Design uart_receiver, sky130hd; sources not shown.
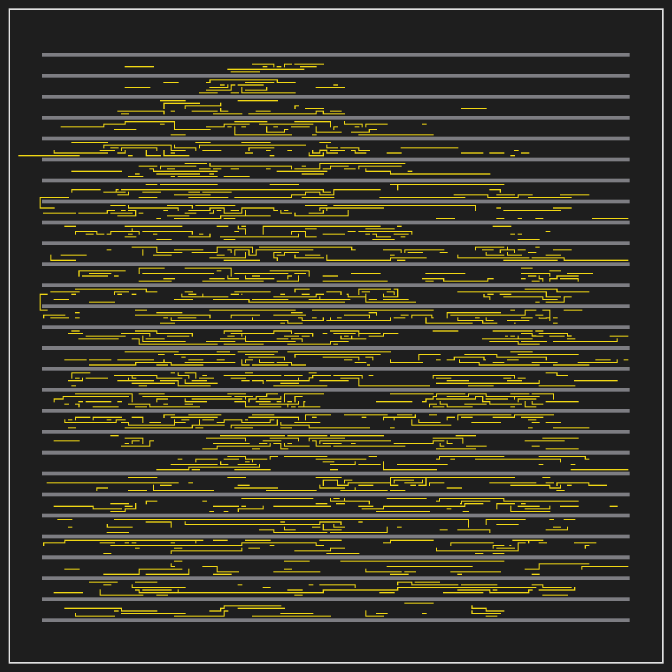
(images/m1.png)
Supply wires on this layer in grey.
main direction = horizontal
wire length on this layer = 3,330 um
nets with wire on the layer = 369
longest straight run = 46.0 um
routed via count: 2,645
fraction of met1 tracks used by global routing: 29.11%
Total Routed Length: 7403 um

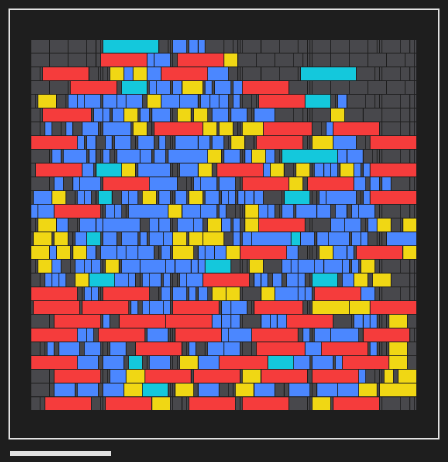
(images/class_map.png)
The bar under the picture is 20 um long. Fill, decap, tap and diode cells in grey.
blue -> remaining logic cells  # cells 248
red -> registers  # cells 59
cyan -> clock drivers and dummy loads  # cells 16
yellow -> remaining buffers and delay cells  # cells 73
fin area: 4134 um^2
core outline area: 5608 um^2

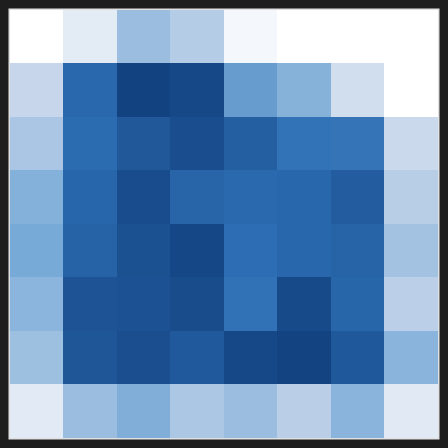
(images/util_map.png)
8 x 8 tiles, from white (low) to dark blue (high), 0 to 100% covered.
mean over tiles = 56%
fullest tile = 93%
emptiest ninth of the die = upper right
final cell utilization of the core: 73.72%
floorplan-stage core utilization: 55.62%

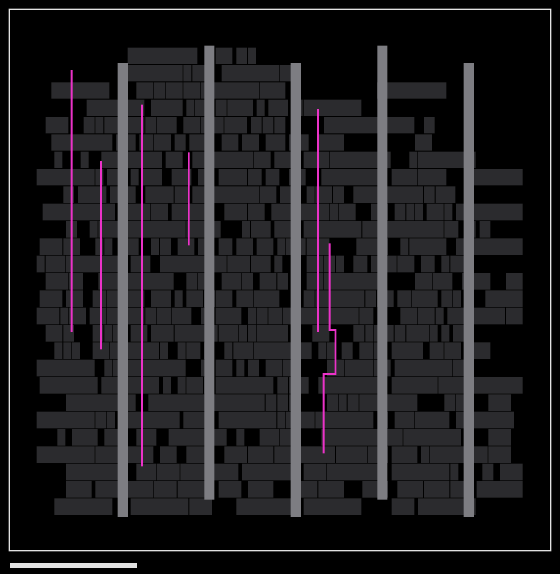
(images/m4.png)
The bar under the picture is 20 um long. Supply wires on this layer in grey.
wire length on this layer = 211 um
main direction = vertical
longest straight run = 56.4 um

==> flow_summary.ini <==
; yosys + openroad results
[status]
status = complete, no violations

[power_and_ir_drop]
p_leak_uw = 0.001841
vdd_ir_drop_max_uv = 584.4
powerDensity_nw_per_um2 = 895.8

[logic_synthesis]
ys_dominant_reg_cell = sky130_fd_sc_hd__dfrtp_1
synth.area.top_cells = sky130_fd_sc_hd__dfrtp_1 (45%), sky130_fd_sc_hd__mux2_2 (6.5%), sky130_fd_sc_hd__nand2_1 (4.6%)
syn_inst = 323
synth.cell_area_um2 = 3119
syn_nets = 334
synthTopCellsByCount = sky130_fd_sc_hd__dfrtp_1 (56), sky130_fd_sc_hd__nand2_1 (38), sky130_fd_sc_hd__nor2_1 (34)
yosys.cell_count.top_type = sky130_fd_sc_hd__dfrtp_1
synth_warnings = 0
synthesis.area_per_instance_um2 = 9.657
edf_count = 0
post_synthesis_register_bit_count = 59
async_reset_ff_share_pct = 100.0
synth.yosys.chip_area_um2 = 3119
most_area_hungry_cell_type_in_the_yosys_netlist = sky130_fd_sc_hd__dfrtp_1
synth_largest_type_area_fraction_pct = 44.93
seq_area_frac_synth_pct = 47.45
synth.yosys.num_cells = 323
synthDistinctLibCells = 54

[grt]
initial_antenna_violation_count = 0
grt_max_degree = 33
grtUsageTotal_pct = 21.37
overflow = 0
grt_first_pass_wirelength_um = 12100
vias_in_the_first_global_route = 2496

[placed_design]
post-place-ws_ns = -0.1525
port_buffers = 18
placement.cell_area_um2 = 3676
dp_hpwl_um = 5139

[critical_path]
regToRegSetupSlack_ns = 0.02
cp_depth = 9
slowest_stage_delay_cp_ns = 0.41
cp_arrival_ns = 2.36
worstSetupStartpointType = flip-flop
crit_path_cell_trace = nor4_4 > nand4_1 > buf_6 > a211oi_4 > nor3_2 > buf_4 > nand3_2 > mux2i_1 > a211oi_1
critical_path_peak_fanout = 5
worst_setup_path_end_kind = flip-flop
crit_required_ns = 2.37
slowest_stage = sky130_fd_sc_hd__dfrtp_1
reg2reg_depth = 9
worst-setup-path-type = reg -> reg
critical_path_buf_inv_count = 2
cpLargestDelayFamily = simple AND/OR/NAND/NOR gates

[floorplan]
placement_rows = 27
die_h_um = 84.72
design.portCount = 19
floorplan.die.width_um = 84.72
design.die.area_um2 = 7177

[clock_network]
worst_setup_hold_path_clk_slew_ns = 0.07
numClockSinks = 59
ctsHtreeMaxLevel = 3
cts_root_buffer = sky130_fd_sc_hd__clkbuf_8
cts_buffer_depth = 2
cts_tree = built
cts-buffers-inserted = 9
clk_latency_ns = 0.35

[sta]
hold_viol = 0
setup-violations-final = 0
drv_slew = 0
maxSlewHeadroom_pct = 57.66
rsz0062_at_grt = true
worst-slew-pin-transition_ns = 0.6351
max_freq_mhz = 468.4
layout_worst_path_cycle_share_pct = 99.29
setup-tns-final_ns = 0
final_period_minus_worst_setup_slack_ns = 2.135

[layout]
ant_diodes = 0
drive_gt1_share_pct = 31.57
nets = 402
layout-area-overhead-vs-synth_pct = 32.53
layout_fillers = 420

[flow_run]
log.warning_count = 28
cap_viol_max_count = 0

[drt]
post_route_drc_violation_count = 0
wl_per_cell_um = 15.82
detail_route.vias_per_cell = 5.652
first_pass_iters = 5
drt-initial-drc-count = 155
antenna_left = 0

[hold_path]
worst_hold_path.num_cells = 1
min_path_type = in -> reg
[power by group]
group / internal (uW) / total [uW] / switching [uW]
clock network: 794 / 1250 / 451
registers: 1300 / 1490 / 191
logic: 459 / 970 / 511
total: 2550 / 3700 / 1150
[cells in the final DEF (no fill, tap or decap), types with 4 or more instances in the layout]
master,netlist,layout
sky130_fd_sc_hd__nor3_1,10,8
sky130_fd_sc_hd__o31ai_1,5,4
sky130_fd_sc_hd__nor2_1,34,33
sky130_fd_sc_hd__nand4_1,5,5
sky130_fd_sc_hd__a21oi_1,21,18
sky130_fd_sc_hd__o21ai_0,16,13
sky130_fd_sc_hd__nand2_1,38,38
sky130_fd_sc_hd__buf_6,0,6
sky130_fd_sc_hd__mux2_2,18,17
sky130_fd_sc_hd__clkbuf_8,0,9
sky130_fd_sc_hd__nand3_1,10,10
sky130_fd_sc_hd__buf_4,1,46
sky130_fd_sc_hd__dfrtp_1,56,53
sky130_fd_sc_hd__xor2_1,7,7
sky130_fd_sc_hd__inv_1,9,9
sky130_fd_sc_hd__o21ai_1,4,4
sky130_fd_sc_hd__clkdlybuf4s50_1,0,17
sky130_fd_sc_hd__xnor2_1,12,12
[layout make-up]
type	instances	area [um^2]	share of cell area (%)
tap	72	90.09	2.179
multi-input combinational	238	1640	39.68
timing repair buffer	73	638.1	15.44
sequential	59	1484	35.90
inverter	10	40.04	0.9685
clock inverter	5	102.6	2.482
clock buffer	11	138.9	3.360
[cells by family (layout without fill, tap and decap cells)]
family | after synthesis | count (layout) | share of synthesized area, %
and+or+nand+nor | 126 | 126 | 20.90
AOI/OAI and AO/OA | 67 | 67 | 13.36
DFF | 59 | 59 | 47.45
adders and majority gates | 4 | 4 | 1.605
buffers and inverters | 26 | 99 | 3.570
muxes | 22 | 22 | 7.782
xor gates and xnor gates | 19 | 19 | 5.335
[per-stage QoR]
stage	total power [uW]	std cells
final	3703	468
after global routing	3890	468
after CTS	3601	461
after detailed placement	2295	440
after global placement	2281	440
after floorplan	1962	323
[repair_timing]
item	CTS	global route
setup buffers	4	7
setup endpoints to repair	3	23
resized	8	24
hold buffers	1	0
cloned	0	0
hold endpoints to repair	25	0
pin swaps	7	11
[routing by layer]
metal	share of wire [%]	global-route usage, %
met3	5.1	4.416
met1	45	29.11
met2	47	31.89
met5	0	0
met4	2.8	11.51
Power is estimated from default activity; no workload was simulated.
